$ cat config.mk
export PLATFORM = sky130hd
export DESIGN_NAME = fetch_stage
export DESIGN_NICKNAME = d
export VERILOG_FILES = /design/src/rtl/fetch_stage.sv
export SDC_FILE = /design/constraint.sdc
export NUM_CORES = 1
export LEC_CHECK = 0
export ABC_AREA = 1
export ABC_CLOCK_PERIOD_IN_PS = 8200
export CAP_MARGIN = 0
export CORE_MARGIN = 1.5
export CORE_UTILIZATION = 33
export DETAILED_ROUTE_END_ITERATION = 8
export SYNTH_ARGS = -nofsm -noshare
export SYNTH_HDL_FRONTEND = slang
export SYNTH_SLANG_ARGS = --single-unit
$ cat constraint.sdc
create_clock -name clk -period 8.2 [get_ports clk]
set_input_delay 0.82 -clock clk [delete_from_list [all_inputs] [get_ports clk]]
set_output_delay 0.82 -clock clk [all_outputs]
set_load 0.01 [all_outputs]
$ cat src/rtl/fetch_stage.sv
// Instruction fetch stage feeding the decoder.
// Owns the PC, issues one word-aligned request at a time to instruction memory
// (valid/ready request, valid-only response), and presents {inst, inst_pc} to
// decode through a stallable output register backed by a one-entry hold buffer.
// A redirect restarts fetch at redirect_pc and kills the in-flight response.
//
// Ports:
//   clk, rst                   clock, asynchronous active-high reset
//   imem_req_valid/addr/ready  fetch request channel (addr is the current PC)
//   imem_rsp_valid/data        fetch response channel
//   stall                      decode cannot accept; hold the output register
//   redirect_valid/pc          flush and restart fetch at redirect_pc
//   inst, inst_pc, inst_valid  instruction word, its PC, and its valid flag
module fetch_stage #(
  parameter logic [31:0] RESET_PC = 32'h0000_0000,
  parameter int unsigned PC_INC   = 4
) (
  input  logic        clk,
  input  logic        rst,
  output logic        imem_req_valid,
  output logic [31:0] imem_req_addr,
  input  logic        imem_req_ready,
  input  logic        imem_rsp_valid,
  input  logic [31:0] imem_rsp_data,
  input  logic        stall,
  input  logic        redirect_valid,
  input  logic [31:0] redirect_pc,
  output logic [31:0] inst,
  output logic [31:0] inst_pc,
  output logic        inst_valid
);

  localparam int unsigned XLEN = 32;

  typedef enum logic [1:0] {
    ST_IDLE = 2'd0,
    ST_REQ  = 2'd1,
    ST_WAIT = 2'd2,
    ST_HOLD = 2'd3
  } state_e;

  state_e            state_q, state_d;
  logic [XLEN-1:0]   pc_q, pc_d;
  logic [XLEN-1:0]   req_pc_q, req_pc_d;
  logic              kill_q, kill_d;
  logic              hold_valid_q, hold_valid_d;
  logic [XLEN-1:0]   hold_data_q, hold_data_d;
  logic [XLEN-1:0]   hold_pc_q, hold_pc_d;
  logic [XLEN-1:0]   inst_q, inst_d;
  logic [XLEN-1:0]   inst_pc_q, inst_pc_d;
  logic              inst_valid_q, inst_valid_d;

  // State registers
  always_ff @(posedge clk or posedge rst) begin
    if (rst) begin
      state_q      <= ST_IDLE;
      pc_q         <= RESET_PC;
      req_pc_q     <= '0;
      kill_q       <= 1'b0;
      hold_valid_q <= 1'b0;
      hold_data_q  <= '0;
      hold_pc_q    <= '0;
      inst_q       <= '0;
      inst_pc_q    <= '0;
      inst_valid_q <= 1'b0;
    end else begin
      state_q      <= state_d;
      pc_q         <= pc_d;
      req_pc_q     <= req_pc_d;
      kill_q       <= kill_d;
      hold_valid_q <= hold_valid_d;
      hold_data_q  <= hold_data_d;
      hold_pc_q    <= hold_pc_d;
      inst_q       <= inst_d;
      inst_pc_q    <= inst_pc_d;
      inst_valid_q <= inst_valid_d;
    end
  end

  // Next-state logic: normal fetch flow first, redirect overrides last
  always_comb begin
    state_d      = state_q;
    pc_d         = pc_q;
    req_pc_d     = req_pc_q;
    kill_d       = kill_q;
    hold_valid_d = hold_valid_q;
    hold_data_d  = hold_data_q;
    hold_pc_d    = hold_pc_q;
    inst_d       = inst_q;
    inst_pc_d    = inst_pc_q;
    inst_valid_d = inst_valid_q;

    // Decode consumes the current word whenever it is not stalling
    if (!stall) begin
      inst_valid_d = 1'b0;
    end

    case (state_q)
      ST_IDLE: begin
        state_d = ST_REQ;
      end
      ST_REQ: begin
        if (imem_req_ready) begin
          req_pc_d = pc_q;
          pc_d     = pc_q + XLEN'(PC_INC);
          state_d  = ST_WAIT;
        end
      end
      ST_WAIT: begin
        if (imem_rsp_valid) begin
          if (kill_q) begin
            kill_d  = 1'b0;
            state_d = ST_REQ;
          end else if (!inst_valid_q || !stall) begin
            inst_d       = imem_rsp_data;
            inst_pc_d    = req_pc_q;
            inst_valid_d = 1'b1;
            state_d      = ST_REQ;
          end else begin
            hold_valid_d = 1'b1;
            hold_data_d  = imem_rsp_data;
            hold_pc_d    = req_pc_q;
            state_d      = ST_HOLD;
          end
        end
      end
      ST_HOLD: begin
        if (!stall && hold_valid_q) begin
          inst_d       = hold_data_q;
          inst_pc_d    = hold_pc_q;
          inst_valid_d = 1'b1;
          hold_valid_d = 1'b0;
          state_d      = ST_REQ;
        end
      end
      default: begin
        state_d = ST_IDLE;
      end
    endcase

    // Redirect beats stall and normal flow; a request already in flight
    // (or accepted this cycle) is marked for discard via kill.
    if (redirect_valid) begin
      pc_d         = redirect_pc;
      inst_d       = inst_q;
      inst_pc_d    = inst_pc_q;
      inst_valid_d = 1'b0;
      hold_valid_d = 1'b0;
      case (state_q)
        ST_REQ: begin
          if (imem_req_ready) begin
            kill_d  = 1'b1;
            state_d = ST_WAIT;
          end else begin
            state_d = ST_REQ;
          end
        end
        ST_WAIT: begin
          if (imem_rsp_valid) begin
            kill_d  = 1'b0;
            state_d = ST_REQ;
          end else begin
            kill_d  = 1'b1;
            state_d = ST_WAIT;
          end
        end
        default: begin
          state_d = ST_REQ;
        end
      endcase
    end
  end

  assign imem_req_valid = (state_q == ST_REQ);
  assign imem_req_addr  = pc_q;
  assign inst           = inst_q;
  assign inst_pc        = inst_pc_q;
  assign inst_valid     = inst_valid_q;

endmodule

**Run 1: logic cells by family**

Drawn at 2 px/um.
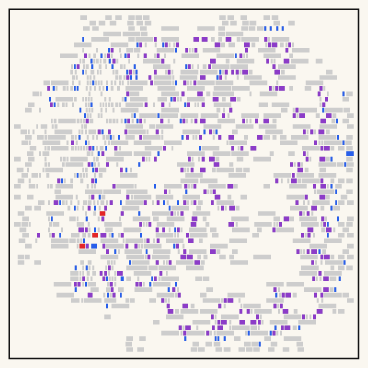
Key: inverting AOI/OAI gates = purple [cells 272, where all over the die]; inverters = blue [cells 131, where all over the die]; XOR/XNOR gates = red [cells 3]

**Run 1: port wiring**

Drawn at 3 px/um.
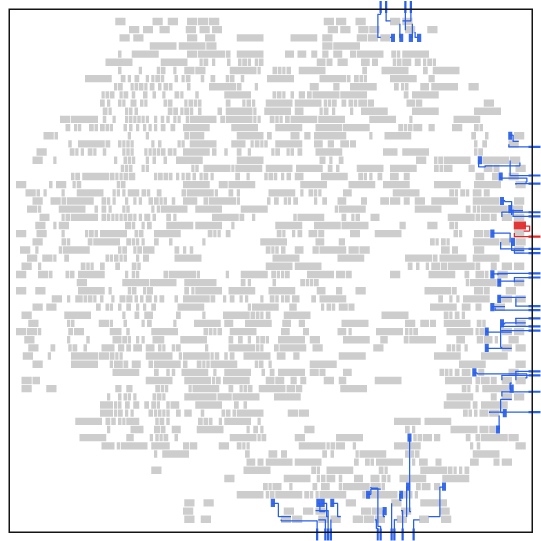
Key: imem_rsp_data = blue [bits 32, direction input, end cells 32, buffers 32, wire 546 um]; rst = red [bits 1, direction input, end cells 1, buffers 1, wire 11.9 um]

==> results.toml, run 1 <==
# implementation run metrics
[critical_path]
cp-end-kind = "register"
worstReg2RegStart = "state_q[0]$_DFFE_PP0P_"
reg2reg_to = "inst_pc[31]$_DFFE_PP0P_"
cpLargestDelayFamily = "buffers and inverters"
critPathMaxFanout = 68
cp_slowest_cell = "buf_4"
worstPathRequired_ns = 8.54
arrival_ns = 3.85
startpoint_type = "primary input"
path_buffers = 4
rr_worst_depth = 8
crit_start = "redirect_valid"
cp_num_cells = 9

[final_layout]
syn2layout_area_growth_pct = 25.56
clkCellAreaFrac = 0.05277
n_clock_buffer = 23
final_util = 0.4213
finalNetCount = 1361
flop-count = 197
buf_share = 0.1413
dominant_cells = "registers"
fillerInstances = 2906
n_all_buffers = 172
drive_gt1_frac = 0.1371
design_area_um2 = 12090
fin_cells = 1682
comb_area_um2 = 3829
final_layout_top_logic_cells = "311 x nand2_1, 197 x dfrtp_1, 175 x o21ai_0, 167 x clkdlybuf4s50_1, 126 x inv_1"

[global_route]
antenna_found_initial = 0
grt_max_degree = 133
grt_use_met1 = 0.2294
use_met2 = 0.2197
top_usage_layer = "met1"
grt_use_total = 0.1525
first_global_vias = 6983
grt_overflow = 0

[flow_run]
maxCapViolCount = 0
warnings = 36

[detailed_routing]
wl_per_cell_um = 13.36
first_iter_violations = 550
postRouteAntennaNets = 0
met1_length_um = 11880
dr_wl_met3_um = 880
top_layer_used = "met4"
wl_um = 22470

[logic_synthesis]
xor_share = 0.002728
synth_cell_types = 29
fp_nets = 1227
edf_count = 0
synth_top_area_share = 0.5119
yosys_cells = 1151
synthSimpleGateAreaFrac = 0.2175
syn-cell-area_um2 = 9630
top_area_cell = "dfrtp_1"
post_synth.cell_area_avg_um2 = 8.367
synthCells = 1151
ys_area_um2 = 9630
synth-main-ff-cell = "dfrtp_1"
synth_top_cell_by_count = "nand2_1"
async_flop_share = 1.000
top_logic_kind = "simple AND/OR/NAND/NOR gates"
synthMuxAreaShare = 0
yosysWarnings = 0

[clock_network]
cts_num_sinks = 197
htreeDepth = 4
ctsResizeCount = 0
clkTransAtPathRegs_ns = 0.06
cts_root_buffer = "clkbuf_16"
cts_buffer_depth = 2
cts_buffers = 17

[pwr]
power_density_nw_per_um2 = 323.5
p_seq_frac = 0.392
cellLeakagePower_uw = 0.005455
power_leader = "registers"
combinationalPower_uw = 1480
p_total_uw = 3912
p_clk_uw = 895
ir_drop_mv = 0.1471
p_int_uw = 2518
power.share.combinational = 0.379
swShare = 0.3562
p_switching_uw = 1393
pwr-share-clk = 0.229

[timing]
setup_viol = 0
fin_ws_ns = 4.699
max_freq_mhz = 285.6
relSlewSlack = 0.1968
maxSlewViolCount = 0
fin_setup_tns_ns = 0
finClkSkew_ns = 0.01285
final_hold_viol_count = 0
rsz0062_at_grt = "no"
min_period_ns = 3.501

[min_path]
min_path_type = "reg2reg"
min-delay-start = "hold_pc_q[14]$_DFFE_PP0P_"
hold_path_depth = 2
hold-path-endpoint = "hold_pc_q[14]$_DFFE_PP0P_"

[placement]
port_buffers = 167
place_ws_ns = 4.274
dp_cells = 1650
dp_hpwl_um = 15220
placed_cell_area_um2 = 11450

[status]
outcome = "finished, final reports clean"

[floorplanning]
rows = 62
die_area_um2 = 30220
boundaryPins = 168
taps = 384
**Run 1: clock distribution**

Drawn at 3 px/um.
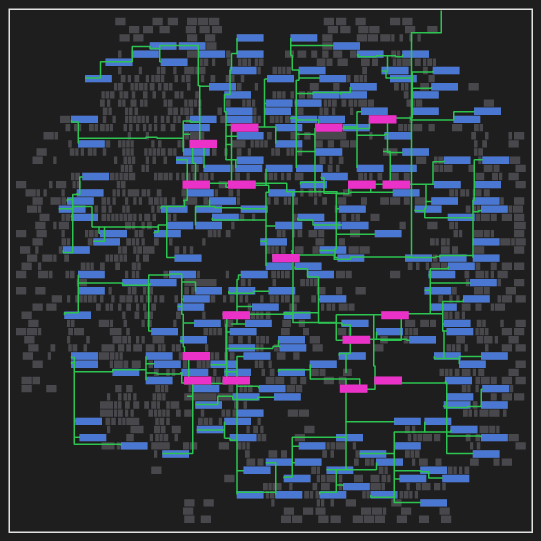
Key: flip-flops = blue [count 197]; clock wires = green [length 2,520 um]; clock drivers = magenta [count 17]
Position of the flops: all over the die. There are 18 routed clock nets.

==> inputs of run 2 (changes only) <==
ABC_CLOCK_PERIOD_IN_PS = 2800   (was 8200)
clock period = 2.8 ns   (was 8.2 ns; I/O delays follow)
**Run 2: signal metal coverage by tile**

Drawn at 2 px/um. The die is cut into 35 by 35 equal tiles; white is low, dark blue is high, scaled to the fullest tile. Values are wire area over tile area, all layers added.
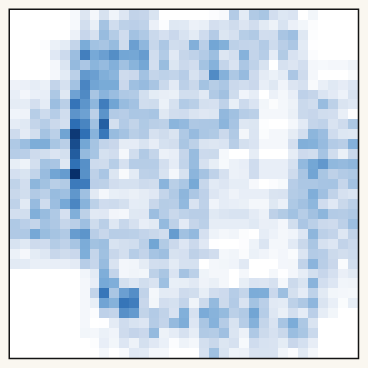
5.2% of the tiles are over half the peak. The emptiest ninth of the die: bottom left. The fullest tile reaches 0.54. 16% of the tiles are nearly empty.

**Run 2: logic cells by family**

Drawn at 2 px/um.
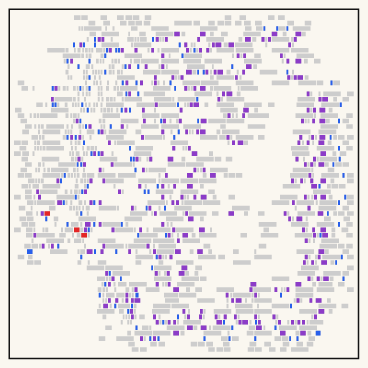
Key: inverting AOI/OAI gates = purple [cells 272, where all over the die]; XOR/XNOR gates = red [cells 3]; inverters = blue [cells 131, where all over the die]

==> run 2 against run 1 <==
Effect of this change: global-route usage down 0.33 points; worst setup slack worse by 4.1 ns; first-iteration DRC count down 7.5%; largest power group unchanged.
==> results.toml, run 2 <==
# implementation run metrics
[status]
outcome = "finished, final reports clean"

[pwr]
p_switching_uw = 4114
power.share.combinational = 0.384
p_int_uw = 7299
swShare = 0.3604
pwr-share-clk = 0.223
p_clk_uw = 2540
combinationalPower_uw = 4380
p_total_uw = 11410
cellLeakagePower_uw = 0.005478
p_seq_frac = 0.393
power_leader = "registers"
ir_drop_mv = 0.4251
power_density_nw_per_um2 = 939.6

[final_layout]
fin_cells = 1686
final_layout_top_logic_cells = "311 x nand2_1, 197 x dfrtp_1, 175 x o21ai_0, 167 x clkdlybuf4s50_1, 126 x inv_1"
syn2layout_area_growth_pct = 26.13
final_util = 0.4232
design_area_um2 = 12150
clkCellAreaFrac = 0.04975
n_clock_buffer = 19
comb_area_um2 = 3829
buf_share = 0.1483
flop-count = 197
n_all_buffers = 176
finalNetCount = 1365
dominant_cells = "registers"
fillerInstances = 2912
drive_gt1_frac = 0.1390

[logic_synthesis]
synth_top_area_share = 0.5119
synthMuxAreaShare = 0
fp_nets = 1227
synth.ff_latch_count = 197
post_synth.cell_area_avg_um2 = 8.367
yosysWarnings = 0
async_flop_share = 1.000
synth-main-ff-cell = "dfrtp_1"
xor_share = 0.002728
edf_count = 0
yosys_cells = 1151
top_logic_kind = "simple AND/OR/NAND/NOR gates"
synthSimpleGateAreaFrac = 0.2175
synthCells = 1151
synth_top_cell_by_count = "nand2_1"
ys_area_um2 = 9630
synth_cell_types = 29

[detailed_routing]
postRouteAntennaNets = 0
wl_um = 21980
viasPerCell = 4.461
met1_length_um = 11530
wl_per_cell_um = 13.04
top_layer_used = "met4"
dr_wl_met3_um = 864
first_iter_violations = 509

[clock_network]
cts_buffers = 17
cts_buffer_depth = 2
clkTransAtPathRegs_ns = 0.07
ctsResizeCount = 0
clk_latency_ns = 0.43
cts_root_buffer = "clkbuf_16"
htreeDepth = 4
cts_num_sinks = 197
cts_tree = "done"

[timing]
finClkSkew_ns = 0.01324
setup_viol = 0
min_period_ns = 2.197
fin_setup_tns_ns = 0
max_freq_mhz = 455.1
maxSlewViolCount = 0
final_hold_viol_count = 0
rsz0062_at_grt = "no"
relSlewSlack = 0.2452
fin_ws_ns = 0.6026

[global_route]
grt_max_degree = 131
use_met2 = 0.2242
met3_usage = 0.02873
first_global_vias = 7112
grt_use_total = 0.1492
grt_use_met1 = 0.2201
grt_overflow = 0
top_usage_layer = "met2"

[placement]
place_ws_ns = 0.5224
dp_hpwl_um = 15260
placed_cell_area_um2 = 11540
dp_cells = 1654
port_buffers = 167

[flow_run]
maxCapViolCount = 0
warnings = 37

[critical_path]
worstReg2RegStart = "state_q[0]$_DFFE_PP0P_"
rr_worst_depth = 5
reg2reg_to = "hold_data_q[0]$_DFFE_PP0P_"
cpLargestDelayFamily = "buffers and inverters"
path_buffers = 2
cp_num_cells = 5
cp_slowest_cell = "buf_4"
critPathMaxFanout = 128
crit_start = "state_q[0]$_DFFE_PP0P_"
arrival_ns = 2.45
crit_end = "hold_data_q[0]$_DFFE_PP0P_"
startpoint_type = "register"
worstPathRequired_ns = 3.05

[floorplanning]
boundaryPins = 168
core_um2 = 28700
die_area_um2 = 30220
taps = 384
rows = 62

[min_path]
min_path_type = "in2async"
Power is estimated from default activity; no workload was simulated.
